Fig. 1: placed cells, one colour a class
Fill, decap, tap and diode cells in grey.
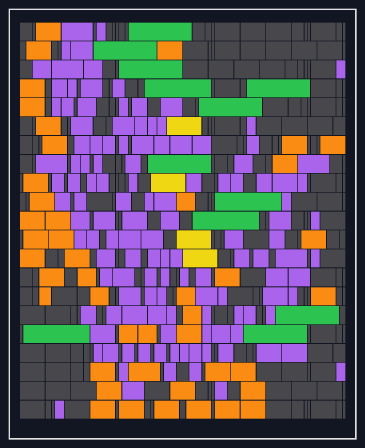
Fig. 2: M3 wires
Scale bar: 10 um.
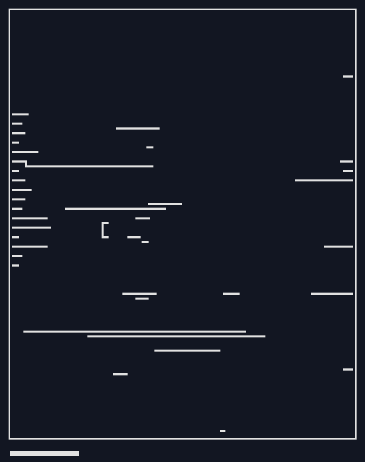
Fig. 3: the metal 2 layer
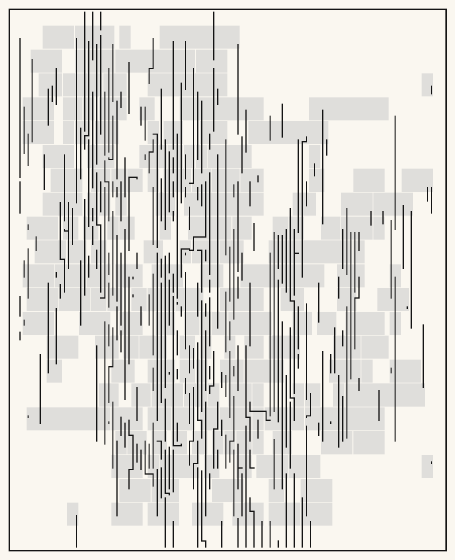
Fig. 4: cell placement
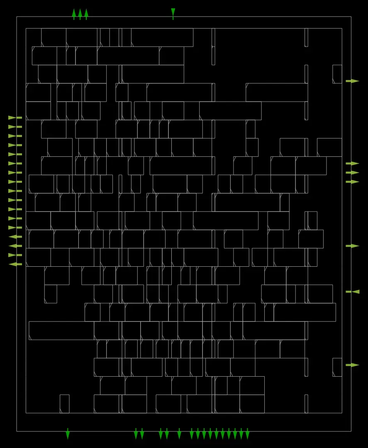
### config.mk
export PLATFORM = sky130hd
export DESIGN_NAME = control_unit_mc_flat
export DESIGN_NICKNAME = d
export VERILOG_FILES = /design/src/rtl/cpu_pkg.sv /design/src/rtl/control_unit_mc_if.sv /design/src/rtl/wait_counter.sv /design/src/rtl/control_unit_mc.sv /design/src/flat_wrapper.sv
export SDC_FILE = /design/constraint.sdc
export NUM_CORES = 1
export LEC_CHECK = 0
export CAP_MARGIN = 15
export CORE_ASPECT_RATIO = 1.25
export CORE_UTILIZATION = 40
export CTS_BUF_LIST = sky130_fd_sc_hd__clkbuf_8
export CTS_CLUSTER_SIZE = 40
export DETAILED_ROUTE_END_ITERATION = 12
export PLACE_DENSITY = 0.8
export SYNTH_ARGS = -nofsm -noshare
export SYNTH_HDL_FRONTEND = slang
export SYNTH_HIERARCHICAL = 1
export SYNTH_SLANG_ARGS = --single-unit
### constraint.sdc
create_clock -name clock -period 2.9 [get_ports clock]
set_input_delay 0.87 -clock clock [delete_from_list [all_inputs] [get_ports clock]]
set_output_delay 0.87 -clock clock [all_outputs]
set_load 0.01 [all_outputs]
### src/rtl/cpu_pkg.sv
// Shared encodings for the multi-cycle control unit: state codes, ALU/PC selects,
// exception causes and the OpCode/Funct values it decodes.
package cpu_pkg;

  typedef logic [6:0] state_t;

  localparam state_t S_RESET   = 7'd0;
  localparam state_t S_FETCH   = 7'd1;
  localparam state_t S_MEMWAIT = 7'd2;
  localparam state_t S_IRLOAD  = 7'd3;
  localparam state_t S_DECODE  = 7'd4;
  localparam state_t S_EXEC_R  = 7'd5;
  localparam state_t S_EXEC_I  = 7'd6;
  localparam state_t S_WB_R    = 7'd7;
  localparam state_t S_WB_I    = 7'd8;
  localparam state_t S_BRANCH  = 7'd9;
  localparam state_t S_BREAK   = 7'd10;
  localparam state_t S_RTE     = 7'd11;
  localparam state_t S_EXC     = 7'd12;
  localparam state_t S_EXC_VEC = 7'd13;

  localparam logic [2:0] ALU_PASS = 3'd0;
  localparam logic [2:0] ALU_ADD  = 3'd1;
  localparam logic [2:0] ALU_SUB  = 3'd2;
  localparam logic [2:0] ALU_AND  = 3'd3;

  localparam logic [2:0] PC_ALU    = 3'd0;
  localparam logic [2:0] PC_ALUOUT = 3'd1;
  localparam logic [2:0] PC_EPC    = 3'd3;
  localparam logic [2:0] PC_EXCVEC = 3'd4;

  localparam logic [1:0] EXC_NONE = 2'd0;
  localparam logic [1:0] EXC_OVF  = 2'd1;
  localparam logic [1:0] EXC_ILL  = 2'd2;

  localparam logic [5:0] OP_RTYPE = 6'h00;
  localparam logic [5:0] OP_BEQ   = 6'h04;
  localparam logic [5:0] OP_BNE   = 6'h05;
  localparam logic [5:0] OP_ADDI  = 6'h08;

  localparam logic [5:0] FN_BREAK = 6'h0D;
  localparam logic [5:0] FN_RTE   = 6'h13;
  localparam logic [5:0] FN_ADD   = 6'h20;
  localparam logic [5:0] FN_SUB   = 6'h22;
  localparam logic [5:0] FN_AND   = 6'h24;

  // Only add and sub can raise a signed-overflow exception.
  function automatic logic is_arith_op(input logic [2:0] alu_op);
    return (alu_op == ALU_ADD) || (alu_op == ALU_SUB);
  endfunction

endpackage

### src/rtl/control_unit_mc_if.sv
// Decode/status inputs and datapath control outputs of the control unit.
// master = control unit side, slave = datapath side.
interface control_unit_mc_if;
  logic [5:0] OpCode;
  logic [5:0] Funct;
  logic       Overflow;
  logic       Zero;
  logic [1:0] ALUSrcA;
  logic [2:0] ALUSrcB;
  logic [2:0] ALUOp;
  logic [2:0] PCSource;
  logic       PCWrite;
  logic       IRWrite;
  logic       WriteAB;
  logic       ALUOutControl;
  logic       RegWrite;
  logic       EPCWrite;
  logic [1:0] RegDst;
  logic [1:0] ExcCause;
  logic [6:0] stateout;

  modport master (
    input  OpCode, Funct, Overflow, Zero,
    output ALUSrcA, ALUSrcB, ALUOp, PCSource, PCWrite, IRWrite, WriteAB,
           ALUOutControl, RegWrite, EPCWrite, RegDst, ExcCause, stateout
  );

  modport slave (
    output OpCode, Funct, Overflow, Zero,
    input  ALUSrcA, ALUSrcB, ALUOp, PCSource, PCWrite, IRWrite, WriteAB,
           ALUOutControl, RegWrite, EPCWrite, RegDst, ExcCause, stateout
  );
endinterface

### src/rtl/wait_counter.sv
// Loadable 3-bit down-counter; o_done is high while the count is zero.
module wait_counter (
  input  logic       clock,
  input  logic       reset_n,
  input  logic       i_load,
  input  logic [2:0] i_load_val,
  input  logic       i_dec,
  output logic       o_done
);

  logic [2:0] r_count;

  // Count register: load has priority over decrement, never wraps below zero.
  always_ff @(posedge clock or negedge reset_n) begin
    if (!reset_n) begin
      r_count <= 3'd0;
    end else if (i_load) begin
      r_count <= i_load_val;
    end else if (i_dec && (r_count != 3'd0)) begin
      r_count <= r_count - 3'd1;
    end else begin
      r_count <= r_count;
    end
  end

  assign o_done = (r_count == 3'd0);

endmodule

### src/rtl/control_unit_mc.sv
// Multi-cycle Moore control unit: fetch, parameterised memory wait, decode,
// execute/writeback, branches, break/rte and overflow/illegal-opcode exceptions.
module control_unit_mc
  import cpu_pkg::*;
#(
  parameter int MEM_WAIT = 2,
  parameter int EXC_EN   = 1
) (
  input  logic clock,
  input  logic reset_n,
  control_unit_mc_if.master cu
);

  // The counter is loaded in FETCH so MEMWAIT sees MEM_WAIT-1 .. 0.
  localparam logic [2:0] WAIT_LOAD = 3'(MEM_WAIT - 1);
  localparam logic       EXC_ON    = (EXC_EN != 0);

  state_t     r_state;
  logic [2:0] r_alu_op;
  logic       r_br_ne;
  logic [1:0] r_exc_cause;

  state_t     w_next_state;
  state_t     w_dec_next;
  logic [2:0] w_dec_alu_op;
  logic       w_dec_br_ne;
  logic [1:0] w_cause_next;
  logic       w_ovf_trap;
  logic       w_wait_load;
  logic       w_wait_dec;
  logic       w_wait_done;

  logic [1:0] w_alu_src_a;
  logic [2:0] w_alu_src_b;
  logic [2:0] w_alu_op;
  logic [2:0] w_pc_source;
  logic       w_pc_write;
  logic       w_ir_write;
  logic       w_write_ab;
  logic       w_alu_out_ctl;
  logic       w_reg_write;
  logic       w_epc_write;
  logic [1:0] w_reg_dst;
  logic [1:0] w_exc_cause;

  assign w_wait_load = (r_state == S_FETCH);
  assign w_wait_dec  = (r_state == S_MEMWAIT) && !w_wait_done;

  wait_counter u_wait_counter (
    .clock      (clock),
    .reset_n    (reset_n),
    .i_load     (w_wait_load),
    .i_load_val (WAIT_LOAD),
    .i_dec      (w_wait_dec),
    .o_done     (w_wait_done)
  );

  // Instruction decode: dispatch target plus the ALU op / branch sense to latch.
  always_comb begin
    w_dec_next   = S_EXC;
    w_dec_alu_op = ALU_ADD;
    w_dec_br_ne  = 1'b0;
    case (cu.OpCode)
      OP_RTYPE: begin
        case (cu.Funct)
          FN_ADD:   begin w_dec_next = S_EXEC_R; w_dec_alu_op = ALU_ADD; end
          FN_SUB:   begin w_dec_next = S_EXEC_R; w_dec_alu_op = ALU_SUB; end
          FN_AND:   begin w_dec_next = S_EXEC_R; w_dec_alu_op = ALU_AND; end
          FN_BREAK: w_dec_next = S_BREAK;
          FN_RTE:   w_dec_next = S_RTE;
          default:  w_dec_next = S_EXC;
        endcase
      end
      OP_ADDI: w_dec_next = S_EXEC_I;
      OP_BEQ:  begin w_dec_next = S_BRANCH; w_dec_br_ne = 1'b0; end
      OP_BNE:  begin w_dec_next = S_BRANCH; w_dec_br_ne = 1'b1; end
      default: w_dec_next = S_EXC;
    endcase
  end

  // Overflow trap condition for the two execute states.
  always_comb begin
    if (EXC_ON && cu.Overflow) begin
      w_ovf_trap = ((r_state == S_EXEC_R) && is_arith_op(r_alu_op)) ||
                   (r_state == S_EXEC_I);
    end else begin
      w_ovf_trap = 1'b0;
    end
  end

  // Next-state logic and the exception cause captured on entry to EXC.
  always_comb begin
    w_next_state = S_RESET;
    w_cause_next = r_exc_cause;
    case (r_state)
      S_RESET:   w_next_state = S_FETCH;
      S_FETCH:   w_next_state = S_MEMWAIT;
      S_MEMWAIT: w_next_state = w_wait_done ? S_IRLOAD : S_MEMWAIT;
      S_IRLOAD:  w_next_state = S_DECODE;
      S_DECODE: begin
        w_next_state = w_dec_next;
        if (w_dec_next == S_EXC) begin
          w_cause_next = EXC_ILL;
        end else begin
          w_cause_next = r_exc_cause;
        end
      end
      S_EXEC_R, S_EXEC_I: begin
        if (w_ovf_trap) begin
          w_next_state = S_EXC;
          w_cause_next = EXC_OVF;
        end else begin
          w_next_state = (r_state == S_EXEC_R) ? S_WB_R : S_WB_I;
        end
      end
      S_EXC:     w_next_state = S_EXC_VEC;
      S_WB_R, S_WB_I, S_BRANCH, S_BREAK, S_RTE, S_EXC_VEC:
                 w_next_state = S_FETCH;
      default:   w_next_state = S_RESET;
    endcase
  end

  // State, latched decode results and exception cause.
  always_ff @(posedge clock or negedge reset_n) begin
    if (!reset_n) begin
      r_state     <= S_RESET;
      r_alu_op    <= ALU_PASS;
      r_br_ne     <= 1'b0;
      r_exc_cause <= EXC_NONE;
    end else begin
      r_state     <= w_next_state;
      r_exc_cause <= w_cause_next;
      if (r_state == S_DECODE) begin
        r_alu_op <= w_dec_alu_op;
        r_br_ne  <= w_dec_br_ne;
      end else begin
        r_alu_op <= r_alu_op;
        r_br_ne  <= r_br_ne;
      end
    end
  end

  // Moore output decode; everything not named for a state stays zero.
  always_comb begin
    w_alu_src_a   = 2'd0;
    w_alu_src_b   = 3'd0;
    w_alu_op      = ALU_PASS;
    w_pc_source   = PC_ALU;
    w_pc_write    = 1'b0;
    w_ir_write    = 1'b0;
    w_write_ab    = 1'b0;
    w_alu_out_ctl = 1'b0;
    w_reg_write   = 1'b0;
    w_epc_write   = 1'b0;
    w_reg_dst     = 2'd0;
    w_exc_cause   = EXC_NONE;
    case (r_state)
      S_RESET:   begin w_reg_dst = 2'd1; w_reg_write = 1'b1; end
      S_FETCH:   begin w_alu_src_b = 3'd1; w_alu_op = ALU_ADD; w_pc_write = 1'b1; end
      S_MEMWAIT: w_pc_write = 1'b0;
      S_IRLOAD:  w_ir_write = 1'b1;
      S_DECODE: begin
        w_write_ab = 1'b1; w_alu_src_b = 3'd3; w_alu_op = ALU_ADD; w_alu_out_ctl = 1'b1;
      end
      S_EXEC_R: begin
        w_alu_src_a = 2'd2; w_alu_src_b = 3'd0; w_alu_op = r_alu_op; w_alu_out_ctl = 1'b1;
      end
      S_EXEC_I: begin
        w_alu_src_a = 2'd2; w_alu_src_b = 3'd2; w_alu_op = ALU_ADD; w_alu_out_ctl = 1'b1;
      end
      S_WB_R:    begin w_reg_dst = 2'd3; w_reg_write = 1'b1; end
      S_WB_I:    begin w_reg_dst = 2'd0; w_reg_write = 1'b1; end
      S_BRANCH: begin
        w_alu_src_a = 2'd2; w_alu_src_b = 3'd0; w_alu_op = ALU_SUB; w_pc_source = PC_ALUOUT;
        w_pc_write  = r_br_ne ? !cu.Zero : cu.Zero;
      end
      S_BREAK:   begin w_alu_src_b = 3'd1; w_alu_op = ALU_SUB; w_pc_write = 1'b1; end
      S_RTE:     begin w_pc_source = PC_EPC; w_pc_write = 1'b1; end
      S_EXC: begin
        w_alu_src_b = 3'd1; w_alu_op = ALU_SUB; w_epc_write = 1'b1; w_exc_cause = r_exc_cause;
      end
      S_EXC_VEC: begin
        w_pc_source = PC_EXCVEC; w_pc_write = 1'b1; w_exc_cause = r_exc_cause;
      end
      default:   w_pc_write = 1'b0;
    endcase
  end

  assign cu.ALUSrcA       = w_alu_src_a;
  assign cu.ALUSrcB       = w_alu_src_b;
  assign cu.ALUOp         = w_alu_op;
  assign cu.PCSource      = w_pc_source;
  assign cu.PCWrite       = w_pc_write;
  assign cu.IRWrite       = w_ir_write;
  assign cu.WriteAB       = w_write_ab;
  assign cu.ALUOutControl = w_alu_out_ctl;
  assign cu.RegWrite      = w_reg_write;
  assign cu.EPCWrite      = w_epc_write;
  assign cu.RegDst        = w_reg_dst;
  assign cu.ExcCause      = w_exc_cause;
  assign cu.stateout      = r_state;

endmodule

### src/flat_wrapper.sv
// flat-port wrapper written by rule: the top's interface ports become plain ports
module control_unit_mc_flat import cpu_pkg::*;
#(
  parameter int MEM_WAIT = 2,
  parameter int EXC_EN   = 1
)
  (clock, reset_n, cu_OpCode, cu_Funct, cu_Overflow, cu_Zero, cu_ALUSrcA, cu_ALUSrcB, cu_ALUOp, cu_PCSource, cu_PCWrite, cu_IRWrite, cu_WriteAB, cu_ALUOutControl, cu_RegWrite, cu_EPCWrite, cu_RegDst, cu_ExcCause, cu_stateout);
  control_unit_mc_if cu_i ();
  input  logic clock;
  input  logic reset_n;
  input wire logic [$bits(cu_i.OpCode)-1:0] cu_OpCode;
  input wire logic [$bits(cu_i.Funct)-1:0] cu_Funct;
  input wire logic [$bits(cu_i.Overflow)-1:0] cu_Overflow;
  input wire logic [$bits(cu_i.Zero)-1:0] cu_Zero;
  output wire logic [$bits(cu_i.ALUSrcA)-1:0] cu_ALUSrcA;
  output wire logic [$bits(cu_i.ALUSrcB)-1:0] cu_ALUSrcB;
  output wire logic [$bits(cu_i.ALUOp)-1:0] cu_ALUOp;
  output wire logic [$bits(cu_i.PCSource)-1:0] cu_PCSource;
  output wire logic [$bits(cu_i.PCWrite)-1:0] cu_PCWrite;
  output wire logic [$bits(cu_i.IRWrite)-1:0] cu_IRWrite;
  output wire logic [$bits(cu_i.WriteAB)-1:0] cu_WriteAB;
  output wire logic [$bits(cu_i.ALUOutControl)-1:0] cu_ALUOutControl;
  output wire logic [$bits(cu_i.RegWrite)-1:0] cu_RegWrite;
  output wire logic [$bits(cu_i.EPCWrite)-1:0] cu_EPCWrite;
  output wire logic [$bits(cu_i.RegDst)-1:0] cu_RegDst;
  output wire logic [$bits(cu_i.ExcCause)-1:0] cu_ExcCause;
  output wire logic [$bits(cu_i.stateout)-1:0] cu_stateout;
  assign cu_i.OpCode = cu_OpCode;
  assign cu_i.Funct = cu_Funct;
  assign cu_i.Overflow = cu_Overflow;
  assign cu_i.Zero = cu_Zero;
  assign cu_ALUSrcA = cu_i.ALUSrcA;
  assign cu_ALUSrcB = cu_i.ALUSrcB;
  assign cu_ALUOp = cu_i.ALUOp;
  assign cu_PCSource = cu_i.PCSource;
  assign cu_PCWrite = cu_i.PCWrite;
  assign cu_IRWrite = cu_i.IRWrite;
  assign cu_WriteAB = cu_i.WriteAB;
  assign cu_ALUOutControl = cu_i.ALUOutControl;
  assign cu_RegWrite = cu_i.RegWrite;
  assign cu_EPCWrite = cu_i.EPCWrite;
  assign cu_RegDst = cu_i.RegDst;
  assign cu_ExcCause = cu_i.ExcCause;
  assign cu_stateout = cu_i.stateout;
  control_unit_mc #(.MEM_WAIT(MEM_WAIT), .EXC_EN(EXC_EN)) u_core (.clock(clock), .reset_n(reset_n), .cu(cu_i));
endmodule
==> flow_metrics.tcl <==
# place-and-route summary
set metrics [dict create \
    seqPwrFrac_pct 23.1 \
    post-cts-setup-buffers 0 \
    num_vias 1244 \
    ys_seq_share_pct 26.4 \
    ys_types 49 \
    num_io_pins 44 \
    crit_chain "clkdlybuf4s50_1, xnor2_1, nand2_1, a32o_1, buf_2" \
    hold_slack_ns 0.512 \
    switching_share_pct 42.2 \
    max_freq_mhz 354 \
    slew_violations 0 \
    clk_latency_ns 0.24 \
    period_used_pct 97.4 \
    most_common_cell "nand2_1" \
    timing.rr.end "u_core/u_wait_counter/r_count[0]$_DFFE_PN0P_" \
    gr-total-overflow 0 \
    clock-root-buffer "clkbuf_8" \
    antenna_found_initial 0 \
    ys_top_cells_by_area "dfrtp_1 26%, a21oi_1 4.4%, nand2_1 4.3%" \
    portBuffers 37 \
    crit_path_start "cu_Zero" \
    clockBufferDepth 2 \
    syn_inst 146 \
    min_from "u_core/r_exc_cause[1]$_DFFE_PN0P_" \
    fillCellCount 253 \
    htree_levels 1 \
    fp-utilization_pct 42.4 \
    r2r_setup_slack_ns 0.77 \
    dp.cells 217 \
    largest_register_ffs 4 \
    synthTopLogicFamily "simple AND/OR/NAND/NOR gates" \
    place_congestion 0.876 \
    grt_pass1_vias 1158 \
    wl_met1_um 1220 \
    peakVddDrop_uv 650 \
    clock_sinks 12 \
    finalSetupViolCount 0 \
    ff_type "dfrtp_1" \
    clkTransAtPathRegs_ns 0.05 \
    top_cells_by_count "13 x nand2_1, 12 x dfrtp_1, 10 x a21oi_1, 10 x nor2_1, 8 x o21ai_0" \
    ys.flops 12 \
    r2r.worst_path.cells 5 \
    die-area_um2 3060 \
    synth.avg_cell_area_um2 7.78 \
    grt_pass1_wl_um 4910 \
    slowest_delay_ns 0.47 \
    globalRouteTotalUtil_pct 20.7 \
    clock_skew_ns 0.00749 \
    switchingPower_uw 656 \
    maxCapViolCount 0 \
    r2r-start "u_core/cu.stateout[1]$_DFF_PN0_" \
    combGateArea_um2 753 \
    critPathCaptureType "output pin" \
    antenna_cells 0 \
    dp_hpwl_um 2480 \
    yosys.area_share.adder_pct 2.20 \
    synth.top_cell.area_share_pct 26.4 \
    preCtsSetupSlack_ns -0.273 \
    final_layout_size_suffix_gt1_share_pct 11.8 \
    timing.slew.headroom_pct 43.4 \
    ys_area_um2 1140 \
    synth_top_cell_by_area "dfrtp_1" \
    tightest_slew_ns 0.842 \
    vias_per_cell 5.63 \
    rsz0062_at_grt "false" \
    internal_power_uw 899 \
    status "finished, final reports clean" \
    leakage_uw 0.000664 \
    wire_per_inst_um 14.0 \
    fin_ws_ns 0.0759 \
    worstSetupStartpointType "input pin" \
]
## Picture notes: Fig. 1
- all other logic: purple (cells 127; share of their area 50%)
- clock drivers and dummy loads: yellow (cells 4; share of their area 3.5%)
- flip-flops: green (cells 12; share of their area 20%)
- other buffers and delay cells: orange (cells 44; share of their area 27%)
post-route cell area: 1600 um^2
fraction of area in registers: 19.0%
total core area: 2680 um^2
final core occ: 59.8%
# rows: 21

## Picture notes: Fig. 2
- share of all routed wire: 6.0%
- main direction: horizontal
- wire length on this layer: 187 um
- longest straight run: 31.7 um
- nets with wire on the layer: 36

## Picture notes: Fig. 3
- wire length on this layer: 1640 um
- share of all routed wire: 53%
DRT Wirelength: 3100 um
grt met2 use: 39.4%

## Picture notes: Fig. 4
Tap Cells: 34
non-filler cells in the finished layout: 221

==> worst reg2reg max path, cell delays in order, from the launching register on <==
cell and delay [ns]:
dfrtp_2 0.50, inv_1 0.17, nand2_1 0.11, nor3_1 0.66, and2b_4 0.28, a221o_1 0.31
==> power by group through the flow <==
stage	Sequential (uW)	Combinational, uW	Clock, uW
detailed placement	351	1010	0
CTS	351	1010	186
global route	376	1100	192
finish	359	1010	183
global placement	345	982	0
floorplan	289	656	0
==> layer usage <==
metal	vias up	GRT usage (%)
met5	-	0
met3	7	1.73
met1	583	23.8
li1	602	-
met2	52	39.4
met4	0	8.98
==> placed cells by master (no fill, tap or decap), types with 2 or more instances in the layout <==
cell             count
nand2b_1             3
a22oi_1              2
nor4b_1              3
o21ai_0              8
dfrtp_1              8
nor2b_1              6
nor3_1               7
nand3_1              3
and2b_4              2
nor2_1               9
inv_1                7
clkbuf_8             4
buf_4                7
and3_1               2
dfrtp_2              4
or3_1                2
o22ai_1              2
a21o_1               2
xor2_1               3
a21oi_1             10
nor3b_1              2
conb_1               9
a221o_1              3
nand2_1             13
a22o_1               3
o2111ai_1            2
clkdlybuf4s50_1     35
ha_1                 2
==> final cells by class <==
class | count | share of cell area (%)
clock buffer | 4 | 3.43
sequential | 12 | 19.0
tap | 34 | 2.65
inverter | 7 | 1.64
multi-input combinational | 120 | 47.0
timing repair buffer | 44 | 26.2
==> metrics by stage <==
stage               power, uW  setup TNS, ns
finish                   1560              0
global route             1660              0
CTS                      1550              0
detailed placement       1360         -0.273
global placement         1330         -0.271
floorplan                 945              0
==> timing repair <==
action                                  CTS  global route
gates cloned                              0             0
endpoints found under the setup margin    2             2
gates resized                             5             6
No activity file was given, so power comes from the tool's default toggle rates.
